==> config.mk <==
export PLATFORM = sky130hd
export DESIGN_NAME = fp16_to_fixed_serial_flat
export DESIGN_NICKNAME = d
export VERILOG_FILES = /design/src/rtl/fp16_pkg.sv /design/src/rtl/fp16_to_fixed_serial_if.sv /design/src/rtl/fp16_unpack.sv /design/src/rtl/fp16_to_fixed_serial.sv /design/src/flat_wrapper.sv
export SDC_FILE = /design/constraint.sdc
export NUM_CORES = 1
export LEC_CHECK = 0
export CORE_UTILIZATION = 50
export CTS_CLUSTER_DIAMETER = 200
export DETAILED_ROUTE_END_ITERATION = 8
export GPL_TIMING_DRIVEN = 0
export MAX_ROUTING_LAYER = met4
export PLACE_DENSITY_LB_ADDON = 0.3
export SYNTH_ARGS = -nofsm -noshare
export SYNTH_HDL_FRONTEND = slang
export SYNTH_SLANG_ARGS = --single-unit
==> constraint.sdc <==
create_clock -name clk -period 3.7 [get_ports clk]
set_input_delay 1.11 -clock clk [delete_from_list [all_inputs] [get_ports clk]]
set_output_delay 1.11 -clock clk [all_outputs]
set_load 0.02 [all_outputs]
run_1/wires.png
Scale: 4 px per um. Two of the layers only.
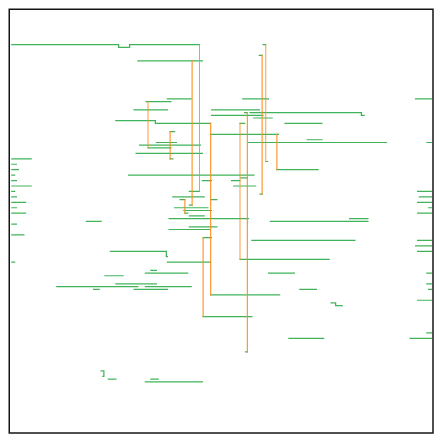
legend:
  green:
    layer: metal 3
    wire_length: 731 um
  orange:
    layer: metal 4
    wire_length: 324 um
Routed wire per std cell: 17.2 um
total length of routed wires: 14.3 mm

run_1/layer_met4.png
Scale: 4 px per um. Supply wires on this layer in grey.
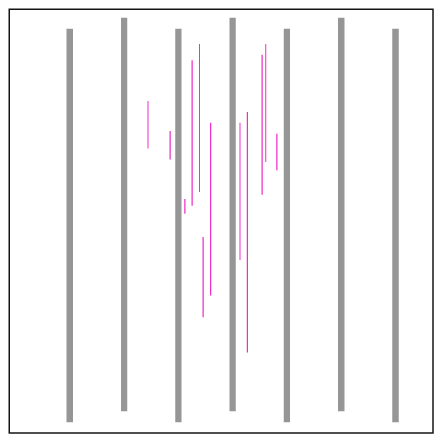
share of all routed wire: 2.3%
longest straight run: 59.8 um
main direction: vertical
wire length on this layer: 324 um
via count: 4,906

run_1/layer_met1.png
Scale: 6 px per um. Supply wires on this layer in grey. Cells faint in the background.
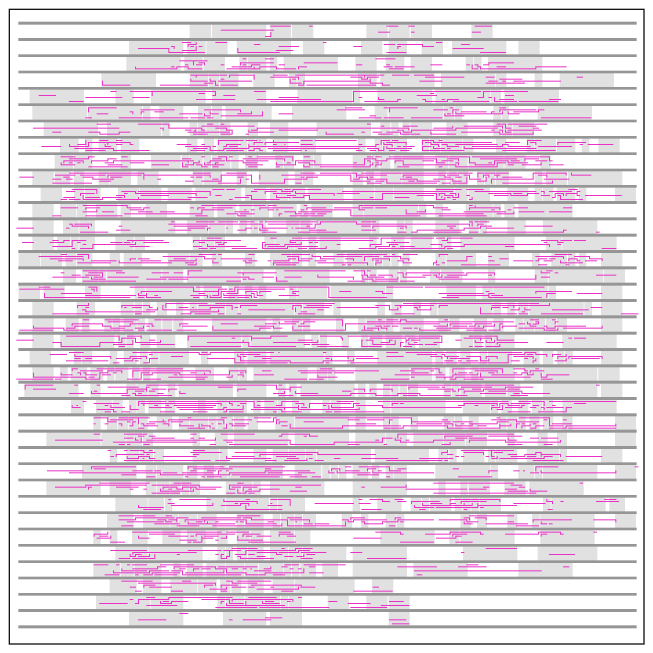
wire length on this layer: 6,380 um
main direction: horizontal
share of all routed wire: 45%
met1 track demand over resource: 0.356

==> qor.yml, run 1 <==
outcome:
  outcome: "finished with violations"
  violations_in_the_final_reports: "negative setup slack"
final_layout:
  drive_above_1_share: 0.100
  finish.cell_count_without_fillers: 836
  finalNetCount: 731
  area_growth_pct: 20.8
  finalCoreUtilization: 0.624
pwr:
  pwr.group.combinational_mw: 2.03
  clkPwrFrac: 0.155
  leakage_nw: 2.65
  switching_share: 0.427
  power_report.internal_total_mw: 2.28
  seq-power_mw: 1.33
  p_clk_uw: 618
  top_power_group: "combinational logic"
  power.net_switching_mw: 1.70
synthesis:
  portion_of_the_post_synthesis_area_used_by_sequential_elements: 0.383
  ys_dominant_reg_cell: "sky130_fd_sc_hd__dfrtp_1"
  synthDominantCellAreaShare: 0.383
  yosys-top-cells-count: "82 x sky130_fd_sc_hd__dfrtp_1, 70 x sky130_fd_sc_hd__nand2_1, 69 x sky130_fd_sc_hd__nor2_1"
  yosys-stat-cells: 621
  async_reset_ff_frac: 1.00
  synthesis.nets: 657
  syn_avg_cell_area_um2: 8.63
  count_of_distinct_cell_types_in_the_synthesized_netlist: 63
  synthesis_warnings: 0
  ys_area_um2: 5360
  post_synth_top_area_cell: "sky130_fd_sc_hd__dfrtp_1"
  area_leaders: "sky130_fd_sc_hd__dfrtp_1 38%, sky130_fd_sc_hd__mux2i_1 8.8%, sky130_fd_sc_hd__o21ai_0 4.9%, sky130_fd_sc_hd__nand2_1 4.9%, sky130_fd_sc_hd__nor2_1 4.8%"
  yosys.area_share.simple: 0.225
  synth_area_um2: 5360
placed_design:
  hpwlAfterDp_mm: 10.4
  post_place_cell_area_um2: 6150
  worst_case_setup_slack_after_placement_ps: -1140
worst_setup_path:
  setup.worst_path.start_class: "input pin"
  timing.critical_path.buf_inv: 2
  critPathKind: "input pin to flip-flop"
  cp_data_required_time_ps: 3930
  crit_chain: "buf_12 -> or4_4 -> nand2_4 -> buf_4 -> ha_4 -> a211oi_4 -> nand2_1 -> or2_4 -> ha_4 -> nor4b_2 -> nand4_1 -> a21o_1 -> a211oi_4 -> o21bai_1"
  worst_ep_arrival_time_ps: 4110
  critical-path-top-delay-family: "simple AND/OR/NAND/NOR gates"
die:
  fp.coreArea_um2: 10400
  die.size.y_um: 106
  die-width_um: 106
  io_pins: 56
  floorplan.rows: 37
grt:
  globalRoute.totalOverflow: 0
  global_route_track_usage_on_met3: 0.0451
  grt_antenna_before_repair: 0
  globalRoute.busiestLayer: "met2"
drt:
  maxUsedRoutingLayer: "met4"
  routed_vias_inst: 5.87
  drtAntennaViolNets: 0
  met2WireLength_mm: 6.91
  initialDrtViolationCount: 344
  met1Wirelength_mm: 6.38
  detailroute.wirelength.met3_um: 731
final_timing:
  final_min_period_over_clock_period: 1.05
  total_count_of_hold_check_failures_in_the_final_report: 0
  period_minus_slack_ps: 3880
  timing.hold.ws_ps: 479
  postLayoutSetupSlackWorst_ps: -177
  fmaxAchievable_mhz: 258
  number_of_max_slew_violations_in_the_final_report: 0
  slew_headroom: 0.494
  setup_viol_count_final: 5
cts:
  clockRootBuffer: "sky130_fd_sc_hd__clkbuf_8"
  clk_path_buf_depth: 2
  tritoncts: "done"
  htree_levels: 3
  cts.clk_slew.worst_paths_ps: 90
  clkLatencyLatePin_ps: 360
min_path:
  timing.hold.worst.class: "flip-flop to flip-flop"
  worst_hold_stages: 2
run:
  cap_viol_max_count: 0
  openroad.warnings: 36
## run 1: timing repair
action                                  CTS  global route
resized                                  34             3
endpoints found under the setup margin    7             7
pin swaps                                12            11
buffers inserted                          7             1
hold endpoints to repair                  0             0
## run 1: kinds of logic after synthesis
| kind of cell | Yosys count |
|---|---|
| DFF | 82 |
| xor gates and xnor gates | 12 |
| AOI/OAI and AO/OA | 157 |
| muxes | 49 |
| buffers and inverters | 67 |
| and+or+nand+nor | 237 |
| adders and majority gates | 17 |
## run 1: cell type report
| class | count | area [um^2] |
|---|---|---|
| tap | 136 | 170 |
| inverter | 13 | 51.3 |
| multi-input combinational | 472 | 3160 |
| clock buffer | 10 | 138 |
| sequential | 82 | 2050 |
| timing repair buffer | 64 | 641 |
| fill | 941 | 3900 |
| clock inverter | 6 | 45.0 |
| buffer | 53 | 215 |
run_1/flops_by_reg.png
Scale: 4 px per um. Other sequential cells in the stronger grey, the rest of the logic in the fainter grey.
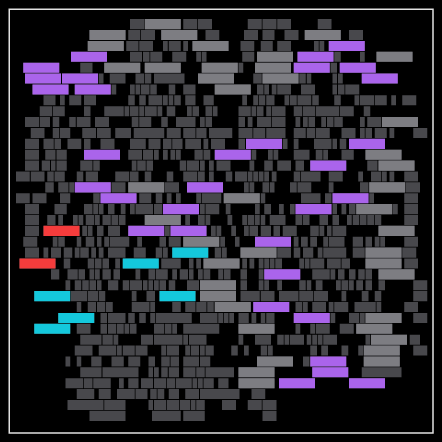

## Run 2: what changed since run 1
--- a/config.mk
+++ b/config.mk
@@ -8,7 +8,6 @@
 export CORE_UTILIZATION = 50
 export CTS_CLUSTER_DIAMETER = 200
 export DETAILED_ROUTE_END_ITERATION = 8
-export GPL_TIMING_DRIVEN = 0
 export MAX_ROUTING_LAYER = met4
 export PLACE_DENSITY_LB_ADDON = 0.3
 export SYNTH_ARGS = -nofsm -noshare
run_2/flops_by_reg.png
Scale: 4 px per um. Other sequential cells in the stronger grey, the rest of the logic in the fainter grey.
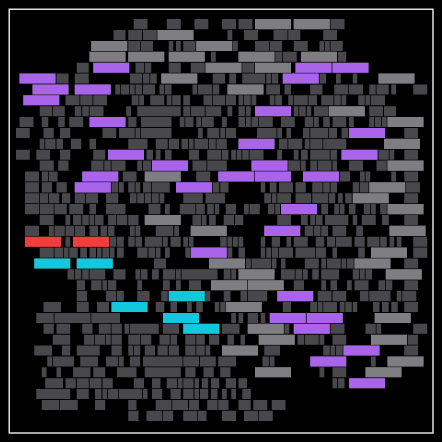
legend:
  purple:
    name_in_the_netlist: u_core.mag_q
    flops: 32
  cyan:
    name_in_the_netlist: u_core.cnt_q
    flops: 6
  red:
    name_in_the_netlist: u_core.state_q
    flops: 2
not coloured: 42
fraction of area in registers: 0.315
area used by sequential logic in the layout: 2050 um^2
final standard cell utilization of the core: 0.629
flip-flop and latch power: 1.44 mW

==> run 2 against run 1 <==
  * The run still ends with negative setup slack left
  * Register-to-register slack improved by 100 ps
  * Hold slack improved by 2.4 ps
  * Area after synthesis is the same
  * Critical path type unchanged
  * Sequential share of layout area down 0.25 points
  * Non-clock buffer count is 18 lower
  * Synthesized cell count is the same
  * Core utilization rose by 0.49 points
  * Clock skew rose by 3.2 ps
  * Die size unchanged
  * Critical path depth rose by 1
  * Clock-buffer cell count unchanged
==> qor.yml, run 2 <==
final_layout:
  non_clock_inverter_count: 13  # unchanged
  finalNetCount: 713  # -2.5%
  mi_logic_area_um2: 3160  # about the same
  comb_area_share: 0.484  # -0.00403
  area_growth_pct: 21.7
  drive_above_1_share: 0.148  # +0.0481
  filler_cell_count: 896  # -4.8%
  biggestCellCategory: "combinational gates"
  buffers: 99  # -15%
  finish.cell_count_without_fillers: 818  # -2.2%
cts:
  htree_levels: 3  # unchanged
  post_cts.repair.setup_buffers: 3  # -4
  clkLatencyLatePin_ps: 350  # about the same
  cts.clk_slew.worst_paths_ps: 90  # about the same
  clockRootBuffer: "sky130_fd_sc_hd__clkbuf_8"
  cts_resized: 19  # -44%
  tritoncts: "done"
  clk_path_buf_depth: 2  # unchanged
synthesis:
  synthesis_warnings: 0  # unchanged
  ys_dominant_reg_cell: "sky130_fd_sc_hd__dfrtp_1"
  synthesis.nets: 657  # unchanged
  yosys.area_share.simple: 0.225  # unchanged
  yosys-top-cells-count: "82 x sky130_fd_sc_hd__dfrtp_1, 70 x sky130_fd_sc_hd__nand2_1, 69 x sky130_fd_sc_hd__nor2_1"
  async_reset_ff_frac: 1.00  # unchanged
  synthDominantCellAreaShare: 0.383  # unchanged
  area_leaders: "sky130_fd_sc_hd__dfrtp_1 38%, sky130_fd_sc_hd__mux2i_1 8.8%, sky130_fd_sc_hd__o21ai_0 4.9%, sky130_fd_sc_hd__nand2_1 4.9%, sky130_fd_sc_hd__nor2_1 4.8%"
  count_of_distinct_cell_types_in_the_synthesized_netlist: 63  # unchanged
  post_synth_top_area_cell: "sky130_fd_sc_hd__dfrtp_1"
  ys_area_um2: 5360  # unchanged
  portion_of_the_post_synthesis_area_used_by_sequential_elements: 0.383  # unchanged
final_timing:
  setup_viol_count_final: 5  # unchanged
  timing.hold.ws_ps: 481  # +2.36 ps
  number_of_max_slew_violations_in_the_final_report: 0  # unchanged
  final_min_period_over_clock_period: 1.03  # -0.0172
  period_minus_slack_ps: 3810  # -63.5 ps
  fmaxAchievable_mhz: 262  # +1.7%
  slew_headroom: 0.220  # -0.274
  postLayoutSetupSlackWorst_ps: -114  # +63.5 ps
worst_setup_path:
  critPathKind: "input pin to flip-flop"
  worst_ep_arrival_time_ps: 4110  # about the same
  critical-path-top-delay-family: "simple AND/OR/NAND/NOR gates"
  crit_chain: "buf_6 -> or4_4 -> nand2_4 -> inv_4 -> ha_4 -> buf_4 -> xnor2_2 -> nand2_2 -> a211o_1 -> ha_1 -> nor4b_4 -> nand4_1 -> a21o_1 -> a211oi_4 -> o31a_1"
  setup.worst_path.start_class: "input pin"
run:
  cap_viol_max_count: 0  # unchanged
  openroad.warnings: 36  # unchanged
outcome:
  outcome: "finished with violations"
  violations_in_the_final_reports: "negative setup slack"
pwr:
  power_report.internal_total_mw: 2.34  # +2.9%
  switching_share: 0.419  # -0.00882
  power.net_switching_mw: 1.69  # -0.76%
  leakage_nw: 2.76  # +4.2%
die:
  fp.coreArea_um2: 10400  # unchanged
  tap_cells: 136  # unchanged
  die-width_um: 106  # unchanged
  die.size.y_um: 106  # unchanged
  io_pins: 56  # unchanged
placed_design:
  worst_case_setup_slack_after_placement_ps: -745  # +395 ps
  post_place_cell_area_um2: 6220  # +1.0%
  hpwlAfterDp_mm: 9.58  # -7.6%
drt:
  drtAntennaViolNets: 0  # unchanged
  routed_vias_inst: 5.91  # +0.78%
grt:
  globalRoute.totalOverflow: 0  # unchanged
  grt_antenna_before_repair: 0  # unchanged
min_path:
  timing.hold.worst.class: "flip-flop to flip-flop"
run_2/wires.png
Scale: 4 px per um. Two of the layers only.
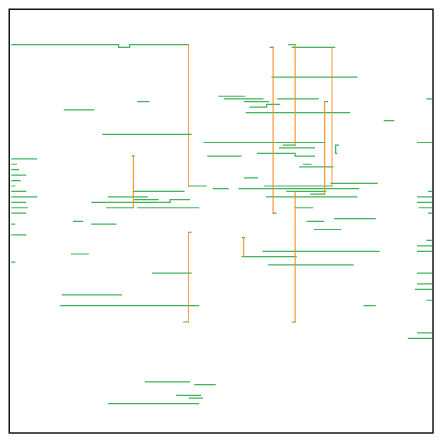
legend:
  green:
    layer: metal 3
    wire_length: 739 um
  orange:
    layer: metal 4
    wire_length: 233 um
total length of routed wires: 14.2 mm
GRT Util Overall: 0.270
via count: 4,838
Routed wire per std cell: 17.4 um

[run 2: cell counts after synthesis]
No cell type changed its count.
[run 2: power groups by stage]
| stage | Combinational (mW) | Sequential, mW | Clock (mW) |
|---|---|---|---|
| after floorplan | 1.22 | 1.45 | 0 |
| after global placement | 1.82 | 1.43 | 0 |
| after detailed placement | 1.86 | 1.45 | 0 |
| after CTS | 1.88 | 1.43 | 0.713 |
| after global routing | 2.06 | 1.48 | 0.747 |
| final | 1.89 | 1.44 | 0.703 |
[run 2: routing by layer]
layer,vias to the layer above,share of wire,track usage
met2,152,0.49,0.431
met3,21,0.052,0.0365
met5,-,0,-
met1,2351,0.44,0.359
li1,2314,-,-
met4,0,0.016,0.0804
Power figures rest on the tool's default switching activity, not on a simulated workload.
